--- config.mk ---
export PLATFORM = sky130hd
export DESIGN_NAME = aoi_pipe_flat
export DESIGN_NICKNAME = d
export VERILOG_FILES = /design/src/rtl/aoi_pipe_if.sv /design/src/rtl/aoi_pipe.sv /design/src/flat_wrapper.sv
export SDC_FILE = /design/constraint.sdc
export NUM_CORES = 1
export LEC_CHECK = 0
export ABC_AREA = 1
export CORE_MARGIN = 5
export CORE_UTILIZATION = 29
export DETAILED_ROUTE_END_ITERATION = 10
export PLACE_DENSITY = 0.6
export SYNTH_ARGS = -nofsm -noshare
export SYNTH_HDL_FRONTEND = slang
export SYNTH_SLANG_ARGS = --single-unit
--- constraint.sdc ---
create_clock -name CLK -period 1.2 [get_ports CLK]
set_clock_uncertainty 0.05 [all_clocks]
set_input_delay 0.24 -clock CLK [delete_from_list [all_inputs] [get_ports CLK]]
set_output_delay 0.24 -clock CLK [all_outputs]
set_load 0.02 [all_outputs]
--- src/rtl/aoi_pipe_if.sv ---
// ---------------------------------------------------------------------------
// aoi_pipe_if
// Handshake and data bundle for the aoi_pipe logic-reduction pipeline.
//
// Signals:
//   IN_VALID   master -> slave  operand valid
//   IN_READY   slave -> master  pipeline can take an operand this cycle
//   A          master -> slave  GROUPS*TERMS packed WIDTH-bit terms
//   INV        master -> slave  1 = AND-OR-INVERT, 0 = AND-OR
//   OUT_VALID  slave -> master  Y holds a result
//   OUT_READY  master -> slave  downstream consumes Y
//   Y          slave -> master  result vector
//   CNT        slave -> master  saturating count of completed transfers
// ---------------------------------------------------------------------------
interface aoi_pipe_if #(
  parameter int WIDTH  = 4,
  parameter int GROUPS = 2,
  parameter int TERMS  = 2,
  parameter int CNT_W  = 8
);
  logic                            IN_VALID;
  logic                            IN_READY;
  logic [GROUPS*TERMS*WIDTH-1:0]   A;
  logic                            INV;
  logic                            OUT_VALID;
  logic                            OUT_READY;
  logic [WIDTH-1:0]                Y;
  logic [CNT_W-1:0]                CNT;

  // The pipeline itself sits on the slave side
  modport slave (
    input  IN_VALID, A, INV, OUT_READY,
    output IN_READY, OUT_VALID, Y, CNT
  );

  // Whoever feeds operands and consumes results sits on the master side
  modport master (
    output IN_VALID, A, INV, OUT_READY,
    input  IN_READY, OUT_VALID, Y, CNT
  );
endinterface

--- src/rtl/aoi_pipe.sv ---
// ---------------------------------------------------------------------------
// aoi_pipe
// Two-stage pipelined AND-OR(-INVERT) reduction, a parametrised successor
// of the AOI22 cell. Each group ANDs TERMS vectors, the GROUPS products are
// ORed, and the result is optionally inverted. Results leave through a
// valid/ready handshake; a saturating counter tracks completed transfers.
//
// Ports:
//   CLK  rising-edge clock
//   R    asynchronous active-low reset
//   bus  aoi_pipe_if slave modport (IN_VALID/IN_READY/A/INV in,
//        OUT_VALID/OUT_READY/Y out, CNT completion count)
// ---------------------------------------------------------------------------
module aoi_pipe #(
  parameter int WIDTH  = 4,
  parameter int GROUPS = 2,
  parameter int TERMS  = 2,
  parameter int CNT_W  = 8
) (
  input  logic      CLK,
  input  logic      R,
  aoi_pipe_if.slave bus
);

  logic [GROUPS*WIDTH-1:0] s1And_q, s1And_d;
  logic                    s1Inv_q;
  logic                    s1Valid_q, s1Valid_d;
  logic                    outValid_q, outValid_d;
  logic [WIDTH-1:0]        y_q, y_d;
  logic [CNT_W-1:0]        cnt_q, cnt_d;
  logic [WIDTH-1:0]        orV;
  logic                    s2Free;
  logic                    inReady;
  logic                    accept;
  logic                    advance;

  // Stage 2 can take new data when empty or when its result leaves this
  // cycle; IN_READY is therefore combinational from OUT_READY.
  assign s2Free  = !outValid_q || bus.OUT_READY;
  assign inReady = !s1Valid_q || s2Free;
  assign accept  = bus.IN_VALID && inReady;
  assign advance = s1Valid_q && s2Free;

  // Stage 1 function: one AND product per group, taken straight off A
  always_comb begin
    s1And_d = '0;
    for (int g = 0; g < GROUPS; g++) begin
      s1And_d[g*WIDTH +: WIDTH] = '1;
      for (int t = 0; t < TERMS; t++) begin
        s1And_d[g*WIDTH +: WIDTH] = s1And_d[g*WIDTH +: WIDTH]
                                  & bus.A[(g*TERMS+t)*WIDTH +: WIDTH];
      end
    end
  end

  // Stage 2 function: OR the registered products, then apply the polarity
  // that travelled alongside them
  always_comb begin
    orV = '0;
    for (int g = 0; g < GROUPS; g++) begin
      orV = orV | s1And_q[g*WIDTH +: WIDTH];
    end
    y_d = s1Inv_q ? ~orV : orV;
  end

  // Next-state for the valid flags and the completion counter; the counter
  // sticks at all-ones instead of wrapping
  always_comb begin
    s1Valid_d  = accept ? 1'b1 : (advance ? 1'b0 : s1Valid_q);
    outValid_d = advance ? 1'b1 : (bus.OUT_READY ? 1'b0 : outValid_q);
    cnt_d      = cnt_q;
    if (outValid_q && bus.OUT_READY && (cnt_q != '1)) begin
      cnt_d = cnt_q + CNT_W'(1);
    end
  end

  // Pipeline registers; reset empties the pipe and clears every data
  // register so nothing stale or X can appear afterwards
  always_ff @(posedge CLK or negedge R) begin
    if (!R) begin
      s1And_q    <= '0;
      s1Inv_q    <= 1'b0;
      s1Valid_q  <= 1'b0;
      outValid_q <= 1'b0;
      y_q        <= '0;
      cnt_q      <= '0;
    end else begin
      s1Valid_q  <= s1Valid_d;
      outValid_q <= outValid_d;
      cnt_q      <= cnt_d;
      if (accept) begin
        s1And_q <= s1And_d;
        s1Inv_q <= bus.INV;
      end
      if (advance) begin
        y_q <= y_d;
      end
    end
  end

  assign bus.IN_READY  = inReady;
  assign bus.OUT_VALID = outValid_q;
  assign bus.Y         = y_q;
  assign bus.CNT       = cnt_q;

endmodule
--- src/flat_wrapper.sv ---
// flat-port wrapper written by rule: the top's interface ports become plain ports
module aoi_pipe_flat 
#(
  parameter int WIDTH  = 4,
  parameter int GROUPS = 2,
  parameter int TERMS  = 2,
  parameter int CNT_W  = 8
)
  (CLK, R, bus_IN_VALID, bus_A, bus_INV, bus_OUT_READY, bus_IN_READY, bus_OUT_VALID, bus_Y, bus_CNT);
  aoi_pipe_if #(.WIDTH(WIDTH), .GROUPS(GROUPS), .TERMS(TERMS), .CNT_W(CNT_W)) bus_i ();
  input  logic CLK;
  input  logic R;
  input wire logic [$bits(bus_i.IN_VALID)-1:0] bus_IN_VALID;
  input wire logic [$bits(bus_i.A)-1:0] bus_A;
  input wire logic [$bits(bus_i.INV)-1:0] bus_INV;
  input wire logic [$bits(bus_i.OUT_READY)-1:0] bus_OUT_READY;
  output wire logic [$bits(bus_i.IN_READY)-1:0] bus_IN_READY;
  output wire logic [$bits(bus_i.OUT_VALID)-1:0] bus_OUT_VALID;
  output wire logic [$bits(bus_i.Y)-1:0] bus_Y;
  output wire logic [$bits(bus_i.CNT)-1:0] bus_CNT;
  assign bus_i.IN_VALID = bus_IN_VALID;
  assign bus_i.A = bus_A;
  assign bus_i.INV = bus_INV;
  assign bus_i.OUT_READY = bus_OUT_READY;
  assign bus_IN_READY = bus_i.IN_READY;
  assign bus_OUT_VALID = bus_i.OUT_VALID;
  assign bus_Y = bus_i.Y;
  assign bus_CNT = bus_i.CNT;
  aoi_pipe #(.WIDTH(WIDTH), .GROUPS(GROUPS), .TERMS(TERMS), .CNT_W(CNT_W)) u_core (.CLK(CLK), .R(R), .bus(bus_i));
endmodule
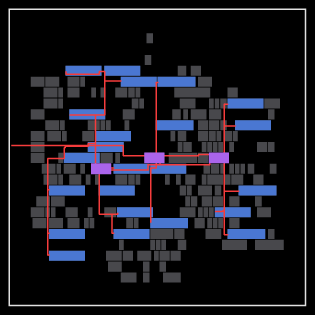
Fig. 1. Clock wires, drivers and flops (run 1).
Scale: 4 px per um.
Purple stands for clock drivers, count 3. Blue stands for flip-flops, count 23. Red stands for clock wires, length 284 um.
There are 4 routed clock nets.
Clock net power: 0.487 mW
Late-Pin Clk Latency: 0.26 ns
share of total power in the clock network: 17.5%

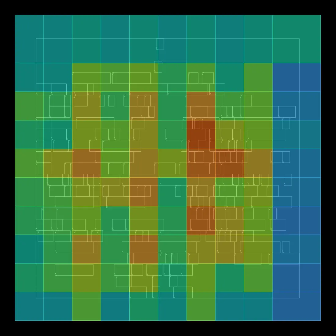
Fig. 2. Routing congestion (run 1).
GRT Max-Usage Layer: met2
met1 track utilization from global routing: 11.06%
final cell utilization of the core: 44.08%
met2 usage: 18.70%

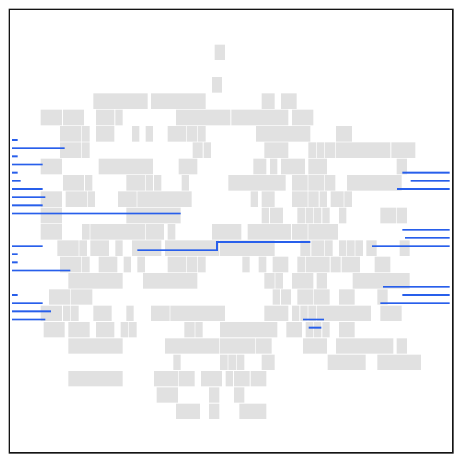
Fig. 3. Met3 routing (run 1).
Scale: 6 px per um.
30 nets have wire on it. The layer carries 206 um of wire. The longest straight run is 27.8 um. The wires run mostly horizontal. The layer holds 8.6% of the routed length.
Post-Route WL: 2388 um
Via Count: 973
GR Layer Usage met3: 4.241%

==> notes.md, run 1 <==
Implementation progress

The actual transition at the worst max-transition pin stands at 0.2372 ns. The post-route setup TNS stands at -0.4002 ns. Data on the critical path is required at its endpoint by between 1 and 1.5 ns. The critical path arrival stands at 1.43 ns. For reference, the top cells by area after synthesis are dfrtp_1 49%, nand2_1 14%, o21ai_2 6.7%. Note that the worst hold path type here is in -> async. The finished layout holds 233 standard cells, fillers aside. For reference, the most critical setup path is categorized as reg -> reg. The H-tree depth reported by CTS stands at 1.

The antenna cell count stands at 0. The timing report shows the most common cell along the critical path to be nand2_2. The critical path goes through buf_6 -> ha_4 -> nand3_4 -> inv_2 -> nand2_4 -> nand2_8 -> inv_8 -> nand2_2 -> nand2_2. Entering global routing, the biggest net connects 24 pins.

The number of cell rows stands at 23. The placement report lists the number of port buffers as 34. The number of iterations in the first detailed-routing pass stands at 5. STA classifies the critical path endpoint as a flop. The layout has 395 filler cells. The layout summary lists the proportion of cells stronger than drive strength 1 as 38.80%. Subtracting the final worst setup slack from the clock period gives 1.274 ns. After synthesis, the most frequently instantiated cells are 43 x nand2_1, 23 x dfrtp_1, 9 x inv_1, 9 x nor2_1, 9 x o21ai_2. The flow measured a signed area growth from synthesis to layout of 48.83%. Setup repair after global routing could not meet its margin everywhere. The static leakage power stands at 0.8354 nW. Pins over their slew limit in the final report were tallied at 0. The DRC marker count from the first detailed-route iteration stands at 36. The number of flops mapped to enable cells by yosys stands at 0. The maximum clock path buffer count stands at 2. The maximum resistive drop on vdd stands at 0.0008769 V.

Based on the critical path, the design can be clocked at up to about 0.8 GHz. The synthesized chip area reported by yosys stands at approximately 1200 um2. The post-synthesis instance area stands at 1176 um2. The height of the die stands at 73.69 um. The final setup slack of the worst path stands at -0.07418 ns. The post-synth net total stands at ~150.

Looking at the critical path, the single cell with the biggest stage delay is dfrtp_2. The run finished, with violations left. The number of vias per cell after detailed routing stands at about 4.2. The total CTS buffers stands at 3.

Of all flip-flops after synthesis, the portion carrying an async set or reset was 100.0%. The highest net fanout along the worst path stands at 7. The final timing report counts setup violations totalling 8. The final reports fail on negative setup slack. The worst setup path is launched from a flop. TritonCTS built the clock tree. Looking at the gate-level netlist, the highest instance count belongs to nand2_1. For this sky-water flow run, the detailed-routed wirelength per cell is reported as 10.25 um. The total area of sequential cells stands at 581.8 um2.

The total number of warnings across the stage logs stands at 29. Summed over all instances, the cell type with the most area after synthesis is dfrtp_1. The number of warnings reported in the yosys synthesis log stands at 0.
## run 1: metal layers
| metal | wire length [um] | track usage, % | vias to the layer above | share of wire [%] |
|---|---|---|---|---|
| li1 | - | - | 514 | - |
| met1 | 936 | 11.06 | 425 | 39 |
| met2 | 1245 | 18.70 | 34 | 52 |
| met3 | 206 | 4.241 | 0 | 8.6 |
| met4 | 0 | 0.6036 | 0 | 0 |
| met5 | 0 | 0 | - | 0 |
## run 1: worst paths after layout
path | from | to
max | u_core.bus.CNT[1] | u_core.bus.CNT[1]
min | R | u_core.bus.CNT[3]
max reg2reg | u_core.bus.CNT[1] | u_core.bus.CNT[1]
min reg2reg | u_core.s1And_q[0] | u_core.s1And_q[0]
max in group asynchronous | R | u_core.bus.CNT[1]
min in group CLK | bus_OUT_READY | u_core.bus.OUT_VALID
## run 1: power by group
group / leakage (nW) / total (mW) / internal (mW) / switching (mW)
Clock: 0.0217 / 0.487 / 0.235 / 0.252
Sequential: 0.283 / 1.06 / 0.954 / 0.111
Combinational: 0.531 / 1.23 / 0.574 / 0.653
Total: 0.835 / 2.78 / 1.76 / 1.02
## run 1: layout make-up
| type | count | share of cell area [%] |
|---|---|---|
| timing repair buffer | 51 | 24.52 |
| inverter | 11 | 2.788 |
| multi-input combinational | 94 | 33.10 |
| sequential | 23 | 33.24 |
| tap | 50 | 3.574 |
| clock buffer | 3 | 2.359 |
| clock inverter | 1 | 0.4289 |
## run 1: flip-flops by register name, indices dropped and copies added, names as in the netlist
signal                cells
u_core.bus.Y              4
u_core.bus.OUT_VALID      1
u_core.bus.CNT            8
u_core.s1Inv_q            1
u_core.s1And_q            8
u_core.s1Valid_q          1
## run 1: metrics by stage
step	util, %	power (mW)	worst slack [ns]	hold slack (ns)
5_1_grt	44.08	3.010	-0.1509	0.2810
4_1_cts	43.04	2.729	-0.07637	0.2757
3_5_place_dp	42.72	2.308	-0.5317	0.4230
2_1_floorplan	-	1.725	-0.02744	-0.1056
6_report	44.08	2.778	-0.07418	0.2759
3_3_place_gp	42.72	2.277	-0.5362	0.4169
## run 1: layout by cell type, fill, tap and decap left out, types with 2 or more instances in the layout
master            n
nor2_4            2
o21ai_2           9
nor2_1            9
nand3_2           3
inv_2             3
buf_2            12
clkdlybuf4s50_1  19
a21oi_1           4
xor2_1            4
nand2_1          39
nand2_2           7
xnor2_1           2
nand3_1           6
nand2_4           2
buf_6             3
dfrtp_2           5
dfrtp_1          18
clkbuf_8          3
inv_1             7
buf_4            15
## run 1: cells by family after synthesis
group	after synthesis	share of synthesized area [%]
AND-OR/OR-AND	16	10.85
adder cells (fa/ha/maj)	1	1.064
XOR/XNOR	6	4.468
buffers and inverters	14	6.383
AND/OR/NAND/NOR	71	28.30
flip-flops	23	48.94
## run 1: timing repair
| item | in CTS | in global routing |
|---|---|---|
| endpoints found under the hold margin | 0 | 0 |
| buffers inserted | 1 | 1 |
| cloned | 0 | 0 |
| pin swaps | 5 | 3 |
| endpoints found under the setup margin | 21 | 24 |
| hold buffers | 0 | 0 |
| resized | 60 | 14 |
Fig. 4: run 1, wires at chosen ports, followed through buffers
Scale: 4 px per um.
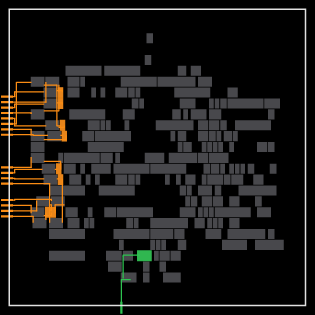

==> run 2: changes to the inputs <==
- clock period: 1.2 -> 1.17 ns (I/O delays scaled with it)
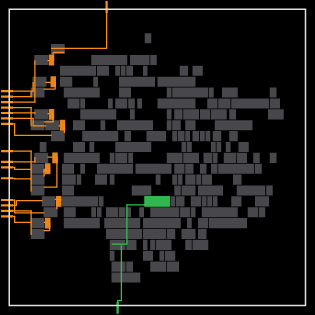
Fig. 5. Wires at chosen ports, followed through buffers (run 2).
Scale: 4 px per um.
Orange stands for `bus_A`, direction input, end cells 8, wire 203 um. Green stands for `bus_IN_READY`, direction output, end cells 1, wire 34.0 um.
# port buffers: 34
num ports: 35

==> run 2 against run 1 <==
Against the previous run: critical endpoint is now u_core.bus.CNT[0]; largest power group unchanged; register-to-register slack worse by 0.04 ns; combinational power up 4%; synthesized cell count is the same; die area unchanged; largest cell class is now combinational gates; the run still ends with negative setup slack left; cell count grew 1.3%.
==> notes.md, run 2 <==
Implementation progress

Setup repair after global routing could not meet its margin everywhere. Per the cell usage report, the commonest logic cells after layout are 37 x nand2_1, 19 x clkdlybuf4s50_1, 17 x dfrtp_1. The via count stands at 999 (+2.7%).

The highest net fanout along the worst path stands at 7 (unchanged). The antenna cell count stands at 0 (unchanged). TritonCTS built the clock tree. The number of vias per cell after detailed routing was 4.233 (+1.4%).

The worst slack at placement is -0.5814 ns (-0.04970 ns). Counting only logic cells after layout, the most numerous master is nand2_1. The final setup slack of the worst path stands at -0.1116 ns (-0.03744 ns).

By area the synthesized netlist is led by dfrtp_1 49%, nand2_1 14%, o21ai_2 6.7%. The share of final-layout standard cells stronger than drive strength 1 came to 40.86% (+2.1 points). The final-report setup violation count was 10 (+2). The H-tree depth reported by CTS stands at 1 (unchanged). The async set-or-reset flop fraction in the synthesized netlist stands at 100.0% (unchanged). The core occupancy in the finished layout stands at 45.46% (+1.4 points).

The type recorded for the worst min-delay path is in -> async. The largest individual stage delay along the critical path comes from the cell dfrtp_2. The mean routed wirelength per cell was 10.74 um (+4.8%). The wire length reported by the detailed router stands at 2535 um (+6.2%). The post-synthesis instance area was 1176 um2 (unchanged). The static leakage power stands at 0.8526 nW (+2.1%). The number of flops mapped to enable cells by yosys stands at 0 (unchanged). The max-slew violation count was 0 (unchanged). STA classifies the critical path endpoint as a flop.

The total number of warnings across the stage logs came to 29 (unchanged). The total CTS buffers was 3 (unchanged). The total of fill cells in the finished design stands at 406 (+2.8%). The post-route minimum period stands at 1.282 ns (+0.007441 ns).

The achievable clock frequency was 0.7803 GHz (-0.58%). Per the timing report, the most critical flop-to-flop path originates at u_core.bus.CNT[1]. Relative to the synthesized area, the layout overhead comes to 53.51%.

The flow ran to the end, but the final reports show violations. The checks that failed: negative setup slack. The worst setup path is of the reg -> reg kind. The DRC marker count from the first detailed-route iteration stands at 45 (+25%).
[run 2: cell count changes in the layout (fill, tap and decap cells not counted), sizes merged]
| cell | before | now |
|---|---|---|
| dlymetal6s2s | 1 | 0 |
| clkbuf | 3 | 4 |
| buf | 31 | 34 |
| clkinvlp | 1 | 0 |
| dlygate4sd2 | 0 | 1 |
[run 2: where the power goes]
| group | switching [mW] | internal [mW] | total, mW |
|---|---|---|---|
| clock | 0.256 | 0.243 | 0.500 |
| combinational | 0.667 | 0.609 | 1.28 |
| sequential | 0.123 | 0.981 | 1.10 |
[run 2: area by class of cell]
class                           count  area [um2]  area share (%)
Inverter                           11       51.30           2.841
Multi-Input combinational cell     94       595.6           32.99
Clock buffer                        4       45.04           2.495
Sequential cell                    23       583.1           32.29
Tap cell                           50       62.56           3.465
Timing Repair Buffer               54       467.9           25.92
[run 2: kinds of logic (layout without fill, tap and decap cells)]
kind of cell	after synthesis	in the layout	synth area share, %
DFF	23	23	48.94
and+or+nand+nor	71	71	28.30
xor gates and xnor gates	6	6	4.468
adders and majority gates	1	1	1.064
buffers and inverters	14	69	6.383
AOI/OAI and AO/OA	16	16	10.85
[run 2: timing repair]
action	4_1_cts	5_1_grt
hold buffers	0	0
pin swaps	7	9
gates resized	74	9
setup buffers	3	1
endpoints found under the setup margin	36	15
[run 2: metrics by stage]
stage / instance area (um2) / power (mW) / cells / hold slack, ns / setup TNS [ns]
2_1_floorplan: 1209 / 1.779 / 131 / -0.1116 / -0.2494
3_3_place_gp: 1713 / 2.346 / 228 / 0.4167 / -6.827
3_5_place_dp: 1713 / 2.381 / 228 / 0.4191 / -7.339
4_1_cts: 1772 / 2.885 / 235 / 0.2687 / -0.6526
5_1_grt: 1805 / 3.085 / 236 / 0.2780 / -1.263
6_report: 1805 / 2.880 / 236 / 0.2656 / -0.6975
[run 2: worst max path at each step]
stage,start,slack [ns],cells after the start,to
after CTS,u_core.bus.CNT[1],-0.11,9,u_core.bus.CNT[4]
final,u_core.bus.CNT[1],-0.11,8,u_core.bus.CNT[0]
after global routing,u_core.bus.CNT[1],-0.17,9,u_core.bus.CNT[0]
after floorplan,u_core.bus.CNT[0],-0.06,8,u_core.bus.CNT[4]
after detailed placement,bus_OUT_READY,-0.58,4,bus_IN_READY
after global placement,bus_OUT_READY,-0.57,4,bus_IN_READY
[run 2: layer usage]
layer | vias to the layer above | routed length (um) | share of wire [%] | global-route usage, %
met2 | 32 | 1226 | 48 | 18.50
met5 | - | 0 | 0 | 0
met4 | 0 | 27 | 1.1 | 2.414
met3 | 3 | 171 | 6.7 | 2.326
met1 | 444 | 1110 | 44 | 11.51
li1 | 520 | - | - | -
No activity file was given, so power comes from the tool's default toggle rates.
